<file path="src/rtl/adder_apb_initiator_if.sv">
// -----------------------------------------------------------------------------
// adder_apb_initiator_if
//
// Bundles the request, response and APB3 signals of the adder initiator.
//
//   Request  : i_req_valid, o_req_ready, i_req_a, i_req_b, i_req_op
//   Response : o_rsp_valid, i_rsp_ready, o_rsp_result, o_rsp_err
//   APB3     : PSEL, PENABLE, PWRITE, PADDR, PWDATA (from initiator)
//              PRDATA, PREADY, PSLVERR           (to initiator)
//
// Modports:
//   master - the initiator itself (drives the o_* and APB control signals)
//   slave  - the environment: request/response user plus APB peripheral
// -----------------------------------------------------------------------------
interface adder_apb_initiator_if #(
    parameter int DATA_W = 32,
    parameter int ADDR_W = 8
);
    // Request channel
    logic              i_req_valid;
    logic              o_req_ready;
    logic [DATA_W-1:0] i_req_a;
    logic [DATA_W-1:0] i_req_b;
    logic              i_req_op;

    // Response channel
    logic              o_rsp_valid;
    logic              i_rsp_ready;
    logic [DATA_W-1:0] o_rsp_result;
    logic              o_rsp_err;

    // APB3
    logic              PSEL;
    logic              PENABLE;
    logic              PWRITE;
    logic [ADDR_W-1:0] PADDR;
    logic [DATA_W-1:0] PWDATA;
    logic [DATA_W-1:0] PRDATA;
    logic              PREADY;
    logic              PSLVERR;

    modport master (
        input  i_req_valid, i_req_a, i_req_b, i_req_op,
        output o_req_ready,
        output o_rsp_valid, o_rsp_result, o_rsp_err,
        input  i_rsp_ready,
        output PSEL, PENABLE, PWRITE, PADDR, PWDATA,
        input  PRDATA, PREADY, PSLVERR
    );

    modport slave (
        output i_req_valid, i_req_a, i_req_b, i_req_op,
        input  o_req_ready,
        input  o_rsp_valid, o_rsp_result, o_rsp_err,
        output i_rsp_ready,
        input  PSEL, PENABLE, PWRITE, PADDR, PWDATA,
        output PRDATA, PREADY, PSLVERR
    );
endinterface

</file>
<file path="src/rtl/adder_apb_initiator.sv">
// -----------------------------------------------------------------------------
// adder_apb_initiator
//
// APB3 master that runs one add/sub operation on the adder peripheral:
// write A, write B, write CTRL {op, start}, poll STATUS until done, read
// RESULT, then present the result on the response channel.
//
// Parameters:
//   DATA_W    - operand/result/APB data width
//   ADDR_W    - APB address width
//   BASE_ADDR - peripheral base (A +0x00, B +0x04, CTRL +0x08,
//               STATUS +0x0C, RESULT +0x10)
//   POLL_MAX  - STATUS reads allowed per request before a timeout error
//
// Ports:
//   ACLK - clock, rising edge
//   ARST - asynchronous active-high reset
//   bus  - request/response/APB bundle (master modport)
//
// All outputs come straight from flops.
// -----------------------------------------------------------------------------
module adder_apb_initiator #(
    parameter int DATA_W    = 32,
    parameter int ADDR_W    = 8,
    parameter int BASE_ADDR = 0,
    parameter int POLL_MAX  = 255
) (
    input  logic                  ACLK,
    input  logic                  ARST,
    adder_apb_initiator_if.master bus
);

    // The counter only has to hold 0..POLL_MAX-1: the read that would take
    // it to POLL_MAX ends the request instead.
    localparam int POLL_W = (POLL_MAX < 2) ? 1 : $clog2(POLL_MAX);

    localparam logic [ADDR_W-1:0] ADDR_A      = ADDR_W'(BASE_ADDR + 32'h00);
    localparam logic [ADDR_W-1:0] ADDR_B      = ADDR_W'(BASE_ADDR + 32'h04);
    localparam logic [ADDR_W-1:0] ADDR_CTRL   = ADDR_W'(BASE_ADDR + 32'h08);
    localparam logic [ADDR_W-1:0] ADDR_STATUS = ADDR_W'(BASE_ADDR + 32'h0C);
    localparam logic [ADDR_W-1:0] ADDR_RESULT = ADDR_W'(BASE_ADDR + 32'h10);

    typedef enum logic [2:0] {
        IDLE,
        WR_A,
        WR_B,
        WR_CTRL,
        POLL,
        RD_RES,
        RESP
    } state_t;

    state_t              state;
    logic [DATA_W-1:0]   a_q;
    logic [DATA_W-1:0]   b_q;
    logic                op_q;
    logic [POLL_W-1:0]   poll_cnt;

    // Output registers
    logic                req_ready;
    logic                rsp_valid;
    logic [DATA_W-1:0]   rsp_result;
    logic                rsp_err;
    logic                psel;
    logic                penable;
    logic                pwrite;
    logic [ADDR_W-1:0]   paddr;
    logic [DATA_W-1:0]   pwdata;

    assign bus.o_req_ready  = req_ready;
    assign bus.o_rsp_valid  = rsp_valid;
    assign bus.o_rsp_result = rsp_result;
    assign bus.o_rsp_err    = rsp_err;
    assign bus.PSEL         = psel;
    assign bus.PENABLE      = penable;
    assign bus.PWRITE       = pwrite;
    assign bus.PADDR        = paddr;
    assign bus.PWDATA       = pwdata;

    // -------------------------------------------------------------------------
    // Where the sequence goes when the transfer in ACCESS completes.
    // -------------------------------------------------------------------------
    logic   poll_last;
    state_t done_state;
    logic   done_err;

    assign poll_last = (poll_cnt == POLL_W'(POLL_MAX - 1));

    always_comb begin
        // NOTE: every combinational output gets a default first so no path
        // leaves it unassigned, which would otherwise infer a latch.
        done_state = state;
        done_err   = 1'b0;
        case (state)
            WR_A:    done_state = WR_B;
            WR_B:    done_state = WR_CTRL;
            WR_CTRL: done_state = POLL;
            POLL: begin
                if (bus.PRDATA[1]) begin
                    done_state = RD_RES;
                end else if (poll_last) begin
                    done_state = RESP;
                    done_err   = 1'b1;
                end else begin
                    done_state = POLL;
                end
            end
            RD_RES:  done_state = RESP;
            default: done_state = state;
        endcase
        // A slave error ends the request regardless of what the data said,
        // including on the last permitted poll.
        if (bus.PSLVERR) begin
            done_state = RESP;
            done_err   = 1'b1;
        end
    end

    // -------------------------------------------------------------------------
    // Address/direction/data for the next SETUP. The very first transfer is
    // issued from WR_A while the bus is idle; every later one is issued in the
    // same edge that completes its predecessor, so there is no idle cycle.
    // -------------------------------------------------------------------------
    state_t            issue_state;
    logic [ADDR_W-1:0] issue_addr;
    logic              issue_write;
    logic [DATA_W-1:0] issue_wdata;

    always_comb begin
        issue_state = psel ? done_state : state;
        issue_addr  = ADDR_A;
        issue_write = 1'b0;
        issue_wdata = '0;
        case (issue_state)
            WR_A: begin
                issue_addr  = ADDR_A;
                issue_write = 1'b1;
                issue_wdata = a_q;
            end
            WR_B: begin
                issue_addr  = ADDR_B;
                issue_write = 1'b1;
                issue_wdata = b_q;
            end
            WR_CTRL: begin
                // start=1 in bit0; the peripheral self-clears it.
                issue_addr  = ADDR_CTRL;
                issue_write = 1'b1;
                issue_wdata = DATA_W'({op_q, 1'b1});
            end
            POLL:    issue_addr = ADDR_STATUS;
            RD_RES:  issue_addr = ADDR_RESULT;
            default: issue_addr = ADDR_A;
        endcase
    end

    // -------------------------------------------------------------------------
    // Sequencer with registered outputs.
    // -------------------------------------------------------------------------
    // NOTE: all state here is written with non-blocking assignments so every
    // register sees the values from before the edge, independent of order.
    always_ff @(posedge ACLK or posedge ARST) begin
        if (ARST) begin
            state      <= IDLE;
            a_q        <= '0;
            b_q        <= '0;
            op_q       <= 1'b0;
            poll_cnt   <= '0;
            req_ready  <= 1'b1;
            rsp_valid  <= 1'b0;
            rsp_result <= '0;
            rsp_err    <= 1'b0;
            psel       <= 1'b0;
            penable    <= 1'b0;
            pwrite     <= 1'b0;
            paddr      <= '0;
            pwdata     <= '0;
        end else begin
            case (state)
                IDLE: begin
                    if (bus.i_req_valid) begin
                        a_q       <= bus.i_req_a;
                        b_q       <= bus.i_req_b;
                        op_q      <= bus.i_req_op;
                        poll_cnt  <= '0;
                        req_ready <= 1'b0;
                        state     <= WR_A;
                    end
                end

                WR_A, WR_B, WR_CTRL, POLL, RD_RES: begin
                    if (!psel) begin
                        // SETUP of the first transfer of the request
                        psel    <= 1'b1;
                        penable <= 1'b0;
                        paddr   <= issue_addr;
                        pwrite  <= issue_write;
                        pwdata  <= issue_wdata;
                    end else if (!penable) begin
                        penable <= 1'b1;
                    end else if (bus.PREADY) begin
                        state   <= done_state;
                        penable <= 1'b0;
                        if (state == POLL && done_state == POLL) begin
                            poll_cnt <= poll_cnt + 1'b1;
                        end
                        if (done_state == RESP) begin
                            psel       <= 1'b0;
                            pwrite     <= 1'b0;
                            rsp_valid  <= 1'b1;
                            rsp_err    <= done_err;
                            rsp_result <= (!done_err && state == RD_RES) ? bus.PRDATA : '0;
                        end else begin
                            // Back-to-back: PSEL stays high, next SETUP now
                            paddr  <= issue_addr;
                            pwrite <= issue_write;
                            pwdata <= issue_wdata;
                        end
                    end
                end

                RESP: begin
                    if (bus.i_rsp_ready) begin
                        rsp_valid <= 1'b0;
                        rsp_err   <= 1'b0;
                        req_ready <= 1'b1;
                        state     <= IDLE;
                    end
                end

                default: state <= IDLE;
            endcase
        end
    end

endmodule

</file>
<file path="src/flat_wrapper.sv">
// flat-port wrapper written by rule: the top's interface ports become plain ports
module adder_apb_initiator_flat 
#(
    parameter int DATA_W    = 32,
    parameter int ADDR_W    = 8,
    parameter int BASE_ADDR = 0,
    parameter int POLL_MAX  = 255
)
  (ACLK, ARST, bus_i_req_valid, bus_i_req_a, bus_i_req_b, bus_i_req_op, bus_o_req_ready, bus_o_rsp_valid, bus_o_rsp_result, bus_o_rsp_err, bus_i_rsp_ready, bus_PSEL, bus_PENABLE, bus_PWRITE, bus_PADDR, bus_PWDATA, bus_PRDATA, bus_PREADY, bus_PSLVERR);
  adder_apb_initiator_if #(.DATA_W(DATA_W), .ADDR_W(ADDR_W)) bus_i ();
  input  logic ACLK;
  input  logic ARST;
  input wire logic [$bits(bus_i.i_req_valid)-1:0] bus_i_req_valid;
  input wire logic [$bits(bus_i.i_req_a)-1:0] bus_i_req_a;
  input wire logic [$bits(bus_i.i_req_b)-1:0] bus_i_req_b;
  input wire logic [$bits(bus_i.i_req_op)-1:0] bus_i_req_op;
  output wire logic [$bits(bus_i.o_req_ready)-1:0] bus_o_req_ready;
  output wire logic [$bits(bus_i.o_rsp_valid)-1:0] bus_o_rsp_valid;
  output wire logic [$bits(bus_i.o_rsp_result)-1:0] bus_o_rsp_result;
  output wire logic [$bits(bus_i.o_rsp_err)-1:0] bus_o_rsp_err;
  input wire logic [$bits(bus_i.i_rsp_ready)-1:0] bus_i_rsp_ready;
  output wire logic [$bits(bus_i.PSEL)-1:0] bus_PSEL;
  output wire logic [$bits(bus_i.PENABLE)-1:0] bus_PENABLE;
  output wire logic [$bits(bus_i.PWRITE)-1:0] bus_PWRITE;
  output wire logic [$bits(bus_i.PADDR)-1:0] bus_PADDR;
  output wire logic [$bits(bus_i.PWDATA)-1:0] bus_PWDATA;
  input wire logic [$bits(bus_i.PRDATA)-1:0] bus_PRDATA;
  input wire logic [$bits(bus_i.PREADY)-1:0] bus_PREADY;
  input wire logic [$bits(bus_i.PSLVERR)-1:0] bus_PSLVERR;
  assign bus_i.i_req_valid = bus_i_req_valid;
  assign bus_i.i_req_a = bus_i_req_a;
  assign bus_i.i_req_b = bus_i_req_b;
  assign bus_i.i_req_op = bus_i_req_op;
  assign bus_o_req_ready = bus_i.o_req_ready;
  assign bus_o_rsp_valid = bus_i.o_rsp_valid;
  assign bus_o_rsp_result = bus_i.o_rsp_result;
  assign bus_o_rsp_err = bus_i.o_rsp_err;
  assign bus_i.i_rsp_ready = bus_i_rsp_ready;
  assign bus_PSEL = bus_i.PSEL;
  assign bus_PENABLE = bus_i.PENABLE;
  assign bus_PWRITE = bus_i.PWRITE;
  assign bus_PADDR = bus_i.PADDR;
  assign bus_PWDATA = bus_i.PWDATA;
  assign bus_i.PRDATA = bus_PRDATA;
  assign bus_i.PREADY = bus_PREADY;
  assign bus_i.PSLVERR = bus_PSLVERR;
  adder_apb_initiator #(.DATA_W(DATA_W), .ADDR_W(ADDR_W), .BASE_ADDR(BASE_ADDR), .POLL_MAX(POLL_MAX)) u_core (.ACLK(ACLK), .ARST(ARST), .bus(bus_i));
endmodule
</file>
<file path="config.mk">
export PLATFORM = sky130hd
export DESIGN_NAME = adder_apb_initiator_flat
export DESIGN_NICKNAME = d
export VERILOG_FILES = /design/src/rtl/adder_apb_initiator_if.sv /design/src/rtl/adder_apb_initiator.sv /design/src/flat_wrapper.sv
export SDC_FILE = /design/constraint.sdc
export NUM_CORES = 1
export LEC_CHECK = 0
export ABC_AREA = 0
export CAP_MARGIN = 40
export CORE_ASPECT_RATIO = 0.75
export CORE_MARGIN = 2
export CORE_UTILIZATION = 30
export DETAILED_ROUTE_END_ITERATION = 12
export GPL_TIMING_DRIVEN = 0
export PLACE_DENSITY = 0.6
export SYNTH_ARGS = -nofsm -noshare
export SYNTH_HDL_FRONTEND = slang
export SYNTH_SLANG_ARGS = --single-unit
</file>
<file path="constraint.sdc">
create_clock -name ACLK -period 6.8 [get_ports ACLK]
set_clock_uncertainty 0.2 [all_clocks]
set_input_delay 1.7 -clock ACLK [delete_from_list [all_inputs] [get_ports ACLK]]
set_output_delay 1.7 -clock ACLK [all_outputs]
set_load 0.005 [all_outputs]
</file>
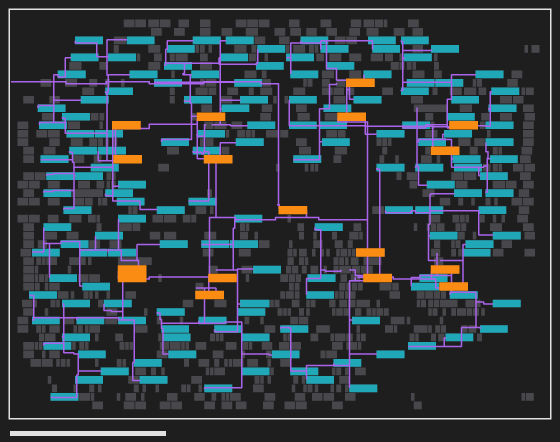
**Above:** clock distribution.
Scale bar: 50 um.
Key: cells driving clock nets = orange [count 17]; flip-flops = cyan [count 149]; clock wires = purple [length 2130 um]
Position of the flops: widely spread. There are 18 routed clock nets.

==> summary.txt <==
Results of the implementation run.

The minimum setup slack after placement came out at between 2 and 2.5 ns. The first TritonRoute pass finished after 4 iterations. The layout multi-input combinational cell count came out at 388. The post-CTS resize count is 0. The overall power after layout came out at 3.71 mW. The sequential cells in the finished layout cover a total of 3730 sq um. The ratio of cells with drive above 1 in the final layout is 16.0%. The proportion of cell area occupied by registers came out at roughly two fifths.

Once the clock tree was built, the setup fixing pass inserted 0 buffers. In the final layout, the fill cell count is 2067. The critical path startpoint category is a primary input.

The detailed-routed wire length on met3 came out at 1170 um. Looking at the power breakdown, sequential logic takes 38.8% of the total. The number of register bits inferred by synthesis is between 100 and 150.

The post-synth count of flops with an enable pin is 0. The xor and xnor fraction of the mapped netlist area is 0%. The startpoint identified for the worst register-to-register timing path is u_core.state[2]. The final-layout non-clock buffer area share came out at 22.2%. The number of antenna violations at the first check in global routing is 0. The static leakage is 3.72 nW. The row count is 46.

The critical path launch point is bus_PRDATA[1]. The final cell count without fillers is 1089. The worst hold slack after final layout came out at 0.278 ns.

The critical path contains buffers and inverters numbering 4 combined. The post-synthesis share of cell area spent on and-or and or-and gates is 14.7%. Net switching is 32.7% of the power. The fraction of power consumed by the clock network is approximately 25%. The part of the cycle the worst path needs is 59.6%. By area the synthesized netlist is led by sky130_fd_sc_hd__dfrtp_1 (58%), sky130_fd_sc_hd__mux2_2 (11%), sky130_fd_sc_hd__nand2_1 (4.7%). The number of stages on the worst hold path came out at 2. The met2 wire length came out at 7700 um. At the later pin of the worst-skew pair, clock insertion delay measures 0.41 ns. The global routing report lists combined usage of all routing layers as 15.9%. The combinational fraction of the cell area is a little over a quarter.

The post-route core utilization is 43.5%. The cell sequence reported for the critical path is clkdlybuf4s50_1 > and4b_1 > and3_1 > buf_6 > o221a_1 > o22ai_2 > buf_2 > buf_4 > a21oi_1. The number of well taps came out at 288.

The last weighted congestion value of the routability-driven placer is 0.785. The number of logic inverters in the finished layout is 9. The number of DRC markers after the initial detailed-route iteration came out at ~320. Per the detail_route log, the uppermost layer with routed signals is met4.

The area reported by Yosys stat came out at 6430 sq um. Clock buffers in the final layout number 18. The number of max-cap violations came out at 0. Ranked by instance count, the synthesized netlist is headed by sky130_fd_sc_hd__dfrtp_1 (148), sky130_fd_sc_hd__nand2_1 (81), sky130_fd_sc_hd__mux2_2 (65). The number of signal-net buffers in the layout is 224. The share of synthesized registers carrying an async set or reset is 100%. The remaining antenna violation count is 0.

The mean instance size in the synthesized netlist came out at 10.9 sq um. In the layout the commonest cells are sky130_fd_sc_hd__clkdlybuf4s50_1 (175), sky130_fd_sc_hd__dfrtp_1 (148), sky130_fd_sc_hd__nand2_1 (81). The vertical extent of the die is 131 um. The cell area after synthesis is about 6400 sq um.

The post-placement cell area came out at 8590 sq um. The critical hold path startpoint is u_core.bus.o_rsp_err. The flow reports that combinational logic draws between 30 and 40% of the design power. In this run the worst hold path is classified as reg2reg. The run finished with clean final reports. The die span in x came out at 173 um. The post-route DRC violation count came out at 0. The reg-to-reg setup timing slack is between 3 and 4 ns. The final-layout setup total negative slack came out at 0 ns. For this run, the script counts the antenna cells in the layout as 0. The required time of the critical path came out at between 6 and 7 ns.

The length in cells of the worst reg-to-reg path is 6. The core area is 21100 sq um. The first global-routing pass estimated 28000 um of wire.

The H-tree level count came out at 4. Warnings raised by the tools during the run amount to 27. The area growth from synthesis to final layout came out at 42.6%.

The power density relative to cell area came out at 405 nW/um^2. The number of warnings printed during yosys synthesis came out at 0. In this run the power spent charging and discharging nets is approximately 1.2 mW. The largest share of the power goes to registers. The cell total after placement came out at 1058.

Entering global routing, the biggest net connects 81 pins. The total detailed-routing wirelength came out at 17600 um. The average wire per standard cell came out at about 16 um. The timing report shows that the slowest cell on the worst path is sky130_fd_sc_hd__clkdlybuf4s50_1. The CTS clock-pin slew for the worst setup and hold paths is 0.06 ns. The timing report attributes the biggest portion of critical-path delay to buffers and inverters.

The clock group total power is 0.938 mW. Grouping non-sequential cells by family puts the most area in AND-OR/OR-AND gates. Sorting the Yosys area breakdown by cell type puts at the top sky130_fd_sc_hd__dfrtp_1. The relative slew slack came out at roughly half.

The area of the multi-input gates came out at 2420 sq um. Per the finish-stage timing summary, setup violations number 0. The number of endpoints with negative hold slack in the final report came out at 0. The final global-route overflow total came out at 0.
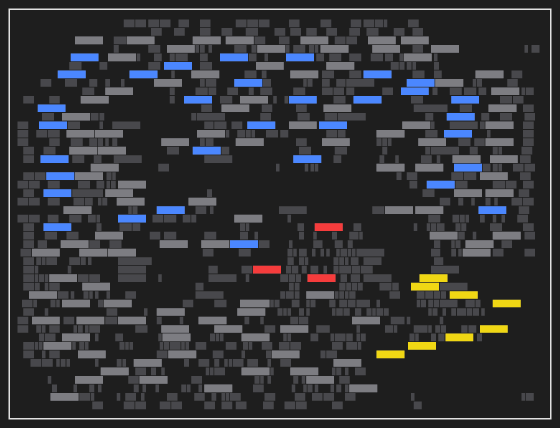
**Above:** register map, names as in the netlist.
Other sequential cells in the stronger gray, the rest of the logic in the fainter gray.
Key: `u_core.state` = red [sequential cells 3]; `u_core.poll_cnt` = yellow [sequential cells 8, where lower right]; `u_core.b_q` = blue [sequential cells 32]
Another 106 sequential cells are not colored.

## how the worst max path moves through the flow
stage                                        to  slack, ns
after detailed placement  u_core.bus.PWDATA[18]       2.30
after floorplan                   u_core.a_q[0]       0.89
final                     u_core.bus.PWDATA[10]       2.75
after global placement     u_core.bus.PWDATA[7]      -1.46
after global routing      u_core.bus.PWDATA[18]       2.61
after CTS                 u_core.bus.PWDATA[10]       2.73
## state kept, by name, indices dropped and copies added (netlist names), 3 cells and up
signal and cells:
u_core.bus.o_rsp_result 32, u_core.bus.PWDATA 32, u_core.a_q 32, u_core.bus.PADDR 3, u_core.state 3, u_core.b_q 32
u_core.poll_cnt 8
## layer usage
layer | track usage (%) | vias up
li1 | - | 2439
met1 | 22.1 | 2482
met2 | 23.9 | 129
met3 | 5.44 | 8
met4 | 3.74 | 0
met5 | 0 | -
Power is estimated from default activity; no workload was simulated.
